File: config.mk
export PLATFORM = sky130hd
export DESIGN_NAME = time_of_day_phase_tracker
export DESIGN_NICKNAME = d
export VERILOG_FILES = /design/src/rtl/time_of_day_phase_tracker.sv
export SDC_FILE = /design/constraint.sdc
export NUM_CORES = 1
export LEC_CHECK = 0
export ABC_AREA = 1
export ABC_CLOCK_PERIOD_IN_PS = 3000
export CORE_UTILIZATION = 49
export CTS_CLUSTER_DIAMETER = 40
export DETAILED_ROUTE_END_ITERATION = 7
export GPL_ROUTABILITY_DRIVEN = 0
export PLACE_DENSITY = 0.8
export SLEW_MARGIN = 20
export SYNTH_ARGS = -nofsm -noshare
export SYNTH_HDL_FRONTEND = slang
export SYNTH_SLANG_ARGS = --single-unit
export TNS_END_PERCENT = 50
File: constraint.sdc
create_clock -name clk -period 3 [get_ports clk]
set_clock_uncertainty 0.05 [all_clocks]
set_input_delay 0.3 -clock clk [delete_from_list [all_inputs] [get_ports clk]]
set_output_delay 0.3 -clock clk [all_outputs]
set_load 0.01 [all_outputs]
File: src/rtl/time_of_day_phase_tracker.sv
// -----------------------------------------------------------------------------
// time_of_day_phase_tracker
//
// Purpose:
//   Keeps an hour:minute time of day that advances on a one-minute strobe.
//   Classifies the current hour as day or night against a programmable
//   window [dayStart, dayEnd). The window may wrap midnight.
//   Reports a registered day flag and one-cycle transition pulses.
//   Raises a sticky error flag when a time load or window write carries
//   an out-of-range value.
//
// Ports:
//   clk         in   rising-edge clock for all state
//   rst_n       in   asynchronous active-low reset
//   minTick     in   advance time by one minute (counted every cycle high)
//   load        in   load loadHour:loadMinute (has priority over minTick)
//   loadHour    in   [HW-1:0] hour value for load
//   loadMinute  in   [MW-1:0] minute value for load
//   cfgWr       in   write a new day window
//   cfgStart    in   [HW-1:0] first day hour (inclusive)
//   cfgEnd      in   [HW-1:0] last day hour (exclusive)
//   hourOut     out  [HW-1:0] current hour
//   minuteOut   out  [MW-1:0] current minute
//   isDay       out  1 = current hour is inside the day window
//   dayBegin    out  one-cycle pulse in the first cycle isDay reads 1
//   nightBegin  out  one-cycle pulse in the first cycle isDay reads 0
//   cfgErr      out  sticky out-of-range flag, cleared only by reset
// -----------------------------------------------------------------------------
module time_of_day_phase_tracker #(
    parameter int HOURS_PER_DAY    = 24,
    parameter int MINUTES_PER_HOUR = 60,
    parameter int DAY_START_RST    = 6,
    parameter int DAY_END_RST      = 20,
    localparam int HW = (HOURS_PER_DAY    > 2) ? $clog2(HOURS_PER_DAY)    : 1,
    localparam int MW = (MINUTES_PER_HOUR > 2) ? $clog2(MINUTES_PER_HOUR) : 1
) (
    input  logic          clk,
    input  logic          rst_n,
    input  logic          minTick,
    input  logic          load,
    input  logic [HW-1:0] loadHour,
    input  logic [MW-1:0] loadMinute,
    input  logic          cfgWr,
    input  logic [HW-1:0] cfgStart,
    input  logic [HW-1:0] cfgEnd,
    output logic [HW-1:0] hourOut,
    output logic [MW-1:0] minuteOut,
    output logic          isDay,
    output logic          dayBegin,
    output logic          nightBegin,
    output logic          cfgErr
);

    // -------------------------------------------------------------------------
    // Elaboration-time parameter range checks
    // -------------------------------------------------------------------------
    if ((HOURS_PER_DAY < 2) || (HOURS_PER_DAY > 32)) begin : g_bad_hours
        $error("HOURS_PER_DAY must be in 2..32");
    end
    if ((MINUTES_PER_HOUR < 2) || (MINUTES_PER_HOUR > 64)) begin : g_bad_minutes
        $error("MINUTES_PER_HOUR must be in 2..64");
    end
    if ((DAY_START_RST < 0) || (DAY_START_RST >= HOURS_PER_DAY)) begin : g_bad_start
        $error("DAY_START_RST must be in 0..HOURS_PER_DAY-1");
    end
    if ((DAY_END_RST < 0) || (DAY_END_RST >= HOURS_PER_DAY)) begin : g_bad_end
        $error("DAY_END_RST must be in 0..HOURS_PER_DAY-1");
    end

    // Limits held one bit wider than the fields so that HOURS_PER_DAY = 2**HW
    // (or MINUTES_PER_HOUR = 2**MW) still compares correctly.
    localparam logic [HW:0]   C_HOURS     = (HW+1)'(HOURS_PER_DAY);
    localparam logic [MW:0]   C_MINUTES   = (MW+1)'(MINUTES_PER_HOUR);
    localparam logic [HW-1:0] C_HOUR_LAST = HW'(HOURS_PER_DAY - 1);
    localparam logic [MW-1:0] C_MIN_LAST  = MW'(MINUTES_PER_HOUR - 1);
    localparam logic [HW-1:0] C_START_RST = HW'(DAY_START_RST);
    localparam logic [HW-1:0] C_END_RST   = HW'(DAY_END_RST);

    // -------------------------------------------------------------------------
    // Helper functions
    // -------------------------------------------------------------------------

    // Day/night decode of an hour against a window [start, end).
    function automatic logic f_is_day(input logic [HW-1:0] hour,
                                      input logic [HW-1:0] start,
                                      input logic [HW-1:0] stop);
        logic day;
        if (start < stop) begin
            day = (hour >= start) && (hour < stop);
        end else if (start > stop) begin
            // The window wraps through midnight.
            day = (hour >= start) || (hour < stop);
        end else begin
            // An empty window means permanent night.
            day = 1'b0;
        end
        return day;
    endfunction

    // Hour value legal for this day length.
    function automatic logic f_hour_ok(input logic [HW-1:0] hour);
        return ({1'b0, hour} < C_HOURS);
    endfunction

    // Minute value legal for this hour length.
    function automatic logic f_min_ok(input logic [MW-1:0] minute);
        return ({1'b0, minute} < C_MINUTES);
    endfunction

    // -------------------------------------------------------------------------
    // State
    // -------------------------------------------------------------------------
    logic [HW-1:0] r_hour;
    logic [MW-1:0] r_min;
    logic [HW-1:0] r_start;
    logic [HW-1:0] r_end;
    logic          r_is_day;
    logic          r_day_begin;
    logic          r_night_begin;
    logic          r_cfg_err;

    logic          w_load_ok;
    logic          w_cfg_ok;
    logic [HW-1:0] w_hour_nxt;
    logic [MW-1:0] w_min_nxt;
    logic [HW-1:0] w_start_nxt;
    logic [HW-1:0] w_end_nxt;
    logic          w_day_nxt;
    logic          w_err_set;

    // Validity of the load and window-write payloads.
    always_comb begin
        w_load_ok = f_hour_ok(loadHour) && f_min_ok(loadMinute);
        w_cfg_ok  = f_hour_ok(cfgStart) && f_hour_ok(cfgEnd);
    end

    // Next time: a valid load wins and drops a coincident tick. An invalid
    // load is treated as absent, so a coincident tick still counts.
    always_comb begin
        w_hour_nxt = r_hour;
        w_min_nxt  = r_min;
        if (load && w_load_ok) begin
            w_hour_nxt = loadHour;
            w_min_nxt  = loadMinute;
        end else if (minTick) begin
            if (r_min == C_MIN_LAST) begin
                w_min_nxt = '0;
                if (r_hour == C_HOUR_LAST) begin
                    w_hour_nxt = '0;
                end else begin
                    w_hour_nxt = r_hour + HW'(1);
                end
            end else begin
                w_min_nxt = r_min + MW'(1);
            end
        end else begin
            w_hour_nxt = r_hour;
            w_min_nxt  = r_min;
        end
    end

    // Next window, error capture and day decode of the next state, so that
    // isDay lands on the same edge as the hour/window that causes it.
    always_comb begin
        w_start_nxt = r_start;
        w_end_nxt   = r_end;
        if (cfgWr && w_cfg_ok) begin
            w_start_nxt = cfgStart;
            w_end_nxt   = cfgEnd;
        end else begin
            w_start_nxt = r_start;
            w_end_nxt   = r_end;
        end
        w_err_set = (load && !w_load_ok) || (cfgWr && !w_cfg_ok);
        w_day_nxt = f_is_day(w_hour_nxt, w_start_nxt, w_end_nxt);
    end

    // Time, window and error registers.
    always_ff @(posedge clk or negedge rst_n) begin
        if (!rst_n) begin
            r_hour    <= '0;
            r_min     <= '0;
            r_start   <= C_START_RST;
            r_end     <= C_END_RST;
            r_cfg_err <= 1'b0;
        end else begin
            r_hour    <= w_hour_nxt;
            r_min     <= w_min_nxt;
            r_start   <= w_start_nxt;
            r_end     <= w_end_nxt;
            r_cfg_err <= r_cfg_err | w_err_set;
        end
    end

    // Day flag and transition pulses. The reset flag equals the decode of the
    // reset state, so the first edge after release cannot produce a pulse.
    always_ff @(posedge clk or negedge rst_n) begin
        if (!rst_n) begin
            r_is_day      <= f_is_day('0, C_START_RST, C_END_RST);
            r_day_begin   <= 1'b0;
            r_night_begin <= 1'b0;
        end else begin
            r_is_day      <= w_day_nxt;
            r_day_begin   <= w_day_nxt  & ~r_is_day;
            r_night_begin <= ~w_day_nxt &  r_is_day;
        end
    end

    assign hourOut    = r_hour;
    assign minuteOut  = r_min;
    assign isDay      = r_is_day;
    assign dayBegin   = r_day_begin;
    assign nightBegin = r_night_begin;
    assign cfgErr     = r_cfg_err;

endmodule

### Placed cells, one color a class, run 1

Fill, decap, tap and diode cells in gray.
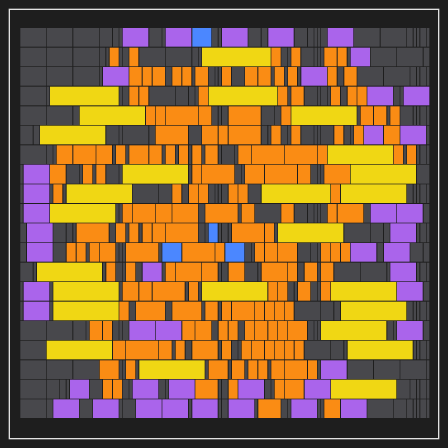
legend:
  remaining buffers and delay cells:
    color: purple
    cells: 44
    share_of_their_area: 21%
  remaining logic cells:
    color: orange
    cells: 175
    share_of_their_area: 47%
  clock drivers and dummy loads:
    color: blue
    cells: 4
    share_of_their_area: 1.3%
  sequential cells:
    color: yellow
    cells: 25
    share_of_their_area: 31%

### Register map, names as in the netlist, run 1

Other sequential cells in the stronger gray, the rest of the logic in the fainter gray.
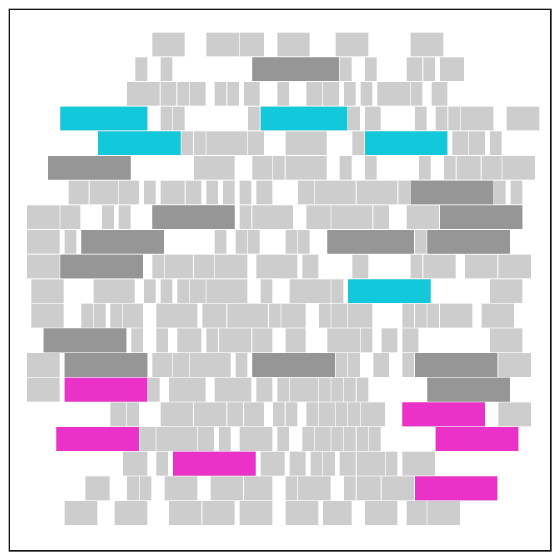
legend:
  `minuteOut`:
    color: magenta
    placed_flops: 6
  `r_start`:
    color: cyan
    placed_flops: 5
not colored: 14

==> run notes, run 1 <==
Physical implementation

Per report_power, the Combinational row totals 0.000459 W. The fraction of registers with async set/reset is 1.00. The number of clock buffers inserted by TritonCTS is 3. The part of the cycle the worst path needs is 0.897. The run finished with clean final reports.

Looking at the setup timing report, the critical path kind is flip-flop to flip-flop. Per report_power, the top consumer among the power groups is combinational cells. Per the Yosys statistics, synthesis produced 203 cells. The portion of synthesized area spent on multiplexers is 0. The wire length on met1 is 1740 um. The global routing report lists met1 layer usage as 0.343. The endpoint of the most critical register-to-register path is dayBegin.

The slack of the worst reg-to-reg path is 0.31 ns. Setup repair after global routing left no endpoint under its margin. The number of antenna diodes in the final layout is 0.

The highest attainable clock frequency is 372 MHz. The overall power consumption is 0.00106 W. In the floorplan report the effective utilization is 0.523. The analysis reports a worst IR drop on VDD of 0.359 mV.

The internal portion of total power is 0.000675 W. Once placement finished, the instance area stood at 2090 um2. The register with the most flip-flops in the layout has 6 of them.

The post-synthesis register bit count is 25. The worst-case setup margin in the final layout is 0.310 ns. TritonRoute output was used to compute an average wire per cell of 12.6 um.

The fraction of power consumed by the clock network is 0.144. The chip height is 59.6 um. The layer flagged by global routing as most heavily used is met1. For reference, the top cells by count after synthesis are nand2_1 (47), inv_1 (36), dfrtp_1 (21). Buffers inserted to repair hold after CTS numbered 0. The overall overflow remaining after global route is 0. The die covers 3550 um2. The share of the synthesized area in the top cell type is 0.324.

The most critical setup path has its endpoint at dayBegin. Counting the clock-network buffers in the layout gives 4. Along the critical path, the tally of buffer and inverter instances is 0. The final layout report lists a filler cell count of 286. Yosys mapped a number of flops with a built-in enable equal to 0. The met2 track utilization from global routing is 0.337. The timing report shows that the slowest cell on the worst path is dfrtp_1. The chip area line of the yosys report is 1620 um2. The storage element area is 631 um2.

The number of maximum-capacitance violations recorded for the run is 0. The power report lists the sequential group at 0.000451 W. The root buffer cell chosen for the clock tree is clkbuf_4.

The top cell types in the final layout, fill and taps aside, are nand2_1 (47), clkdlybuf4s50_1 (40), inv_1 (36). The first-pass GRT wire length is 6040 um. The worst setup path is launched from a flip-flop.

After synthesis the cells add up to 1620 um2. The launch point of the worst reg-to-reg path is minuteOut[0].
### Placed standard cells, run 1

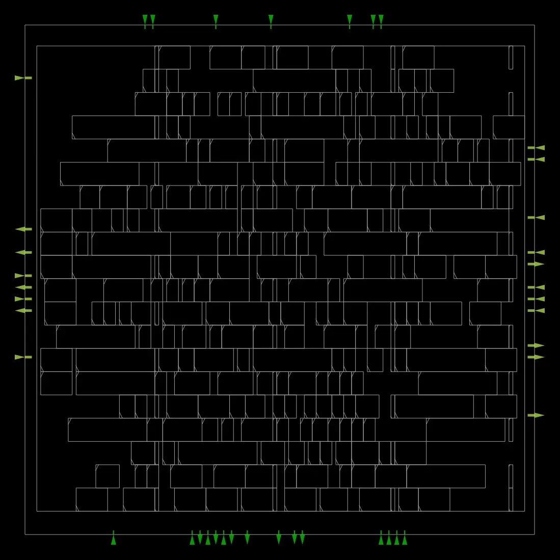
Well Taps: 44
CORE AREA: 3100 um2
FF+latch count: 25
fraction of area in registers: 0.298

### Routed metal per tile, run 1

Bar = 20 um. The die is cut into 12 by 12 equal tiles; black is low, pale yellow is high, scaled to the fullest tile. Values are wire area over tile area, all layers added.
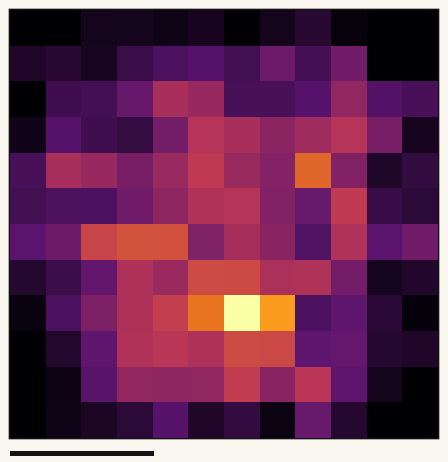
tiles over half the peak: 10%
fullest tile: 0.64
emptiest ninth of the die: north-west
nearly empty tiles: 11%
mean over tiles: 0.17
sum of routed wire length over all layers: 3670 um
All-Layer GR Usage: 0.233
via count: 1516

==> run 2: changes to the inputs <==
--- a/config.mk
+++ b/config.mk
@@ -7,11 +7,15 @@
 export LEC_CHECK = 0
 export ABC_AREA = 1
 export ABC_CLOCK_PERIOD_IN_PS = 3000
-export CORE_UTILIZATION = 49
+export CELL_PAD_IN_SITES_DETAIL_PLACEMENT = 2
+export CELL_PAD_IN_SITES_GLOBAL_PLACEMENT = 2
+export CORE_UTILIZATION = 28
 export CTS_CLUSTER_DIAMETER = 40
+export CTS_CLUSTER_SIZE = 14
 export DETAILED_ROUTE_END_ITERATION = 7
 export GPL_ROUTABILITY_DRIVEN = 0
-export PLACE_DENSITY = 0.8
+export MAX_ROUTING_LAYER = met4
+export PLACE_DENSITY_LB_ADDON = 0.1
 export SLEW_MARGIN = 20
 export SYNTH_ARGS = -nofsm -noshare
 export SYNTH_HDL_FRONTEND = slang
### Routed metal per tile, run 2

Bar = 20 um. The die is cut into 16 by 16 equal tiles; black is low, pale yellow is high, scaled to the fullest tile. Values are wire area over tile area, all layers added.
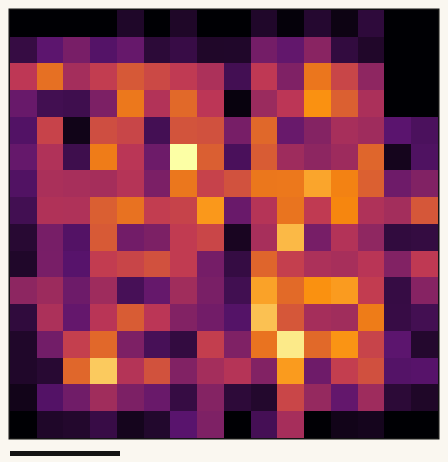
mean over tiles: 0.12
nearly empty tiles: 8.2%
fullest tile: 0.32
emptiest ninth of the die: north-east
tiles over half the peak: 29%
sum of routed wire length over all layers: 4670 um
All-Layer GR Usage: 0.171
wire per inst: 14.3 um
via count: 1526

### Register map, names as in the netlist, run 2

Other sequential cells in the stronger gray, the rest of the logic in the fainter gray.
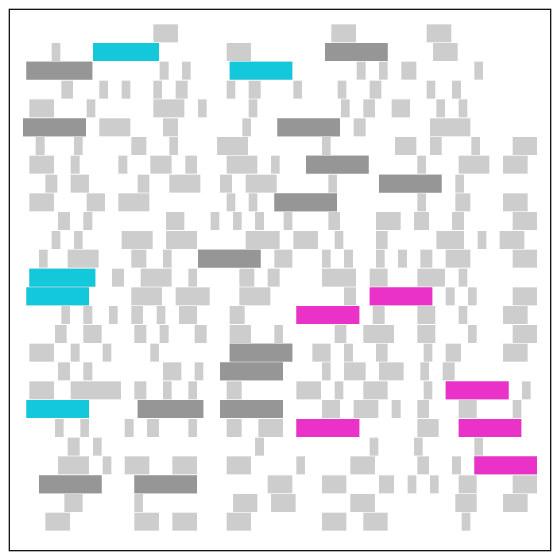
legend:
  `r_start`:
    color: cyan
    placed_flops: 5
  `minuteOut`:
    color: magenta
    placed_flops: 6
    where: south-east
not colored: 14

### Placed standard cells, run 2

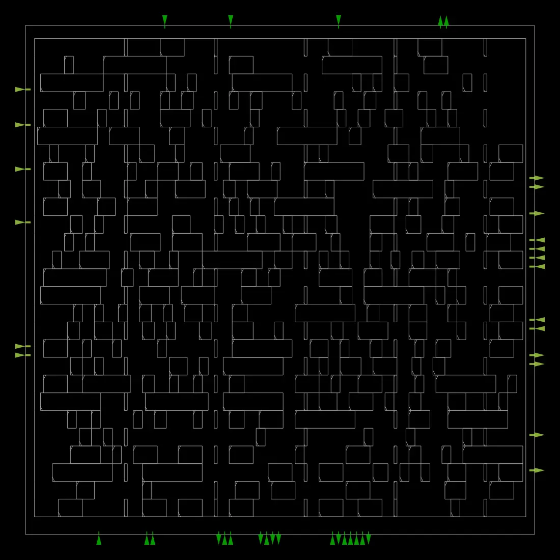
CORE AREA: 5540 um2
std cell rows: 27
fraction of area in registers: 0.282

==> run notes, run 2 <==
Physical implementation

For reference, the top cells by count after synthesis are nand2_1 (47), inv_1 (36), dfrtp_1 (21). At the floorplan stage, the core utilization is reported as 0.293. Setup repair after global routing left no endpoint under its margin.

For this floorplan the total number of well-tap instances is 72. The post-placement cell area is 2160 um2. The reported combinational group power is 0.000496 W. The flow ran to the end, and the final reports show no timing, DRC or antenna violations. The number of synthesized flops with an enable pin is 0.

The internal portion of total power is 0.000736 W. The first global-routing pass estimated 7970 um of wire. Of the post-synthesis cell area, the dominant cell type holds 0.324. According to the floorplan report, the die height is 78.2 um.

The worst setup path is of the flip-flop to flip-flop kind. The flip-flop count of the largest register after layout is 6. After clock tree synthesis, the flow added hold-fix buffers numbering 0. The number of inserted filler cells in the final layout is 654. The worst setup path is launched from a flip-flop.

Buffers inserted during clock tree synthesis total 3. After global routing, the most crowded layer is met2. The worst-case setup margin in the final layout is 0.292 ns. In this run the full chip footprint comes out at 6110 um2. The timing endpoint of the critical path is isDay.
### Placed cells, one color a class, run 2

Fill, decap, tap and diode cells in gray.
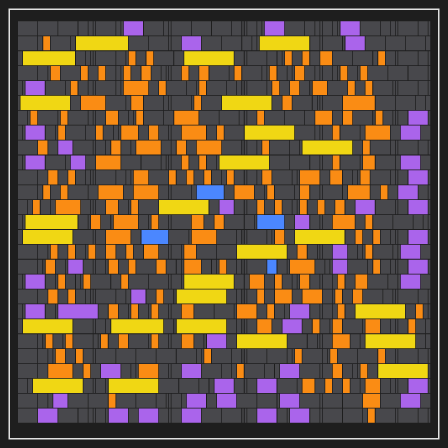

==> run 3: changes to the inputs <==
--- a/config.mk
+++ b/config.mk
@@ -14,6 +14,7 @@
 export CTS_CLUSTER_SIZE = 14
 export DETAILED_ROUTE_END_ITERATION = 7
 export GPL_ROUTABILITY_DRIVEN = 0
+export GPL_TIMING_DRIVEN = 0
 export MAX_ROUTING_LAYER = met4
 export PLACE_DENSITY_LB_ADDON = 0.1
 export SLEW_MARGIN = 20
### Placed cells, one color a class, run 3

Fill, decap, tap and diode cells in gray.
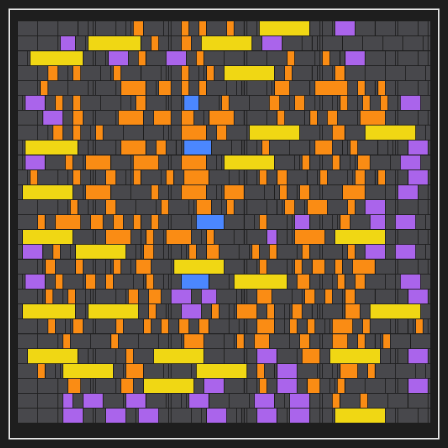
legend:
  remaining buffers and delay cells:
    color: purple
    cells: 46
    share_of_their_area: 21%
  sequential cells:
    color: yellow
    cells: 25
    share_of_their_area: 30%
  clock drivers and dummy loads:
    color: blue
    cells: 4
    share_of_their_area: 2.3%
  remaining logic cells:
    color: orange
    cells: 175
    share_of_their_area: 47%
share of the core filled with cells in the final layout: 0.396
final design instance area without fill: 2200 um2

### Close-up of the layout, run 3

Bar = 20 um. Window x 0 to 50, y 0 to 50 um. Cells in gray, sequential cells in the stronger gray; small squares are vias.
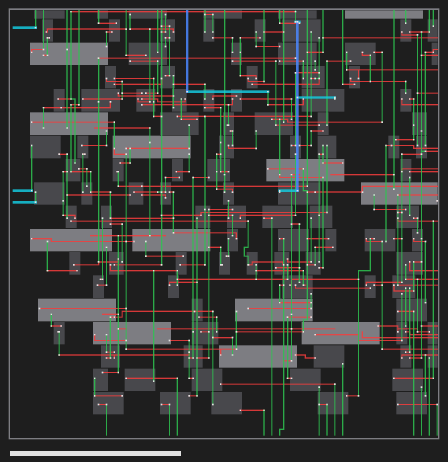
legend:
  M4:
    color: blue
  M2:
    color: green
  M1:
    color: red
  M3:
    color: cyan
netlist names of flops here include: `r_end` (4), `minuteOut` (2), `r_start` (2)
most frequent: nand2_1 (23), inv_1 (15), clkdlybuf4s50_1 (14)
cells with their middle in the window: 105
sequential cells in the window: 12

==> run notes, run 3 <==
Physical implementation

The run reported a max-capacitance violation count of 0. The cell with the largest stage delay on the worst path is dfrtp_1. The total number of vias is 1549. The first global-routing pass estimated 7850 um of wire.

The mux cell area share after synthesis is 0. The number of placement rows is 27. The slack of the worst reg-to-reg path is 0.27 ns. The endpoint of the most critical register-to-register path is isDay.

The critical path contains buffers and inverters numbering 2 combined. The wire length on met1 is 2170 um. The total of clock buffers placed in the layout is 3. After synthesis, the most frequently instantiated cells are nand2_1 (47), inv_1 (36), dfrtp_1 (21). Of all power groups, the one with the highest power is combinational cells. OpenSTA lists the critical path endpoint as isDay. The routed design has 4670 um of wire.

Counting the fill cells in the layout gives 651. After synthesis, the share of flip-flops with an asynchronous set or reset is 1.00. The internal portion of total power is 0.000721 W. The total core area is 5540 um2. The global-route usage over all layers is 0.171. The yosys stat cell total is 203. Dividing the final minimum period by the clock period gives 0.910. The CTS report gives the tree buffer count as 3.

The top cell types in the final layout, fill and taps aside, are nand2_1 (47), clkdlybuf4s50_1 (39), inv_1 (36). The post-synthesis register bit count is 25. The overall overflow remaining after global route is 0.

In the synthesis report, Yosys lists the chip area as 1620 um2. The overall power consumption is 0.00114 W. Routing resource usage on met2 recorded by global route was 0.296. Routing resource usage on met1 recorded by global route was 0.213. The cell area after placement is 2110 um2. The class of the most critical setup path is flip-flop to flip-flop. Per the OpenROAD floorplan log, the area of the die is 6110 um2. After detailed routing, the average wire length per cell comes to 14.5 um.

Setup repair after global routing left no endpoint under its margin. The type of origin of the critical path is a flip-flop. The worst-case setup margin in the final layout is 0.270 ns. The run finished with clean final reports.

Buffers inserted to repair hold after CTS numbered 1.
### Register map, names as in the netlist, run 3

Other sequential cells in the stronger gray, the rest of the logic in the fainter gray.
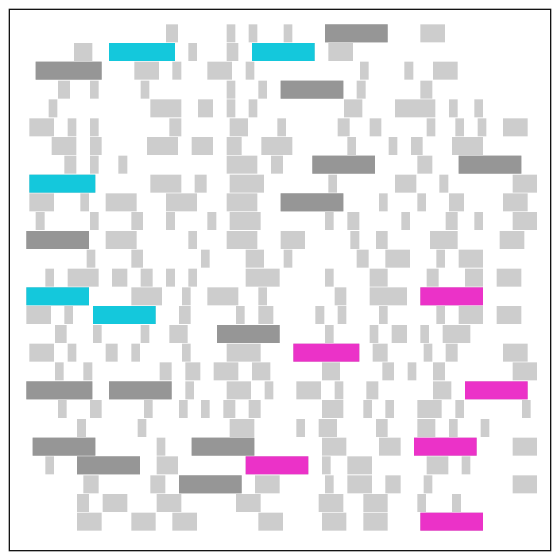
legend:
  `minuteOut`:
    color: magenta
    placed_flops: 6
    where: south-east
  `r_start`:
    color: cyan
    placed_flops: 5
total sequential power: 0.000449 W
Seq. cell area: 632 um2
fraction of area in registers: 0.288

Power figures rest on the tool's default switching activity, not on a simulated workload.
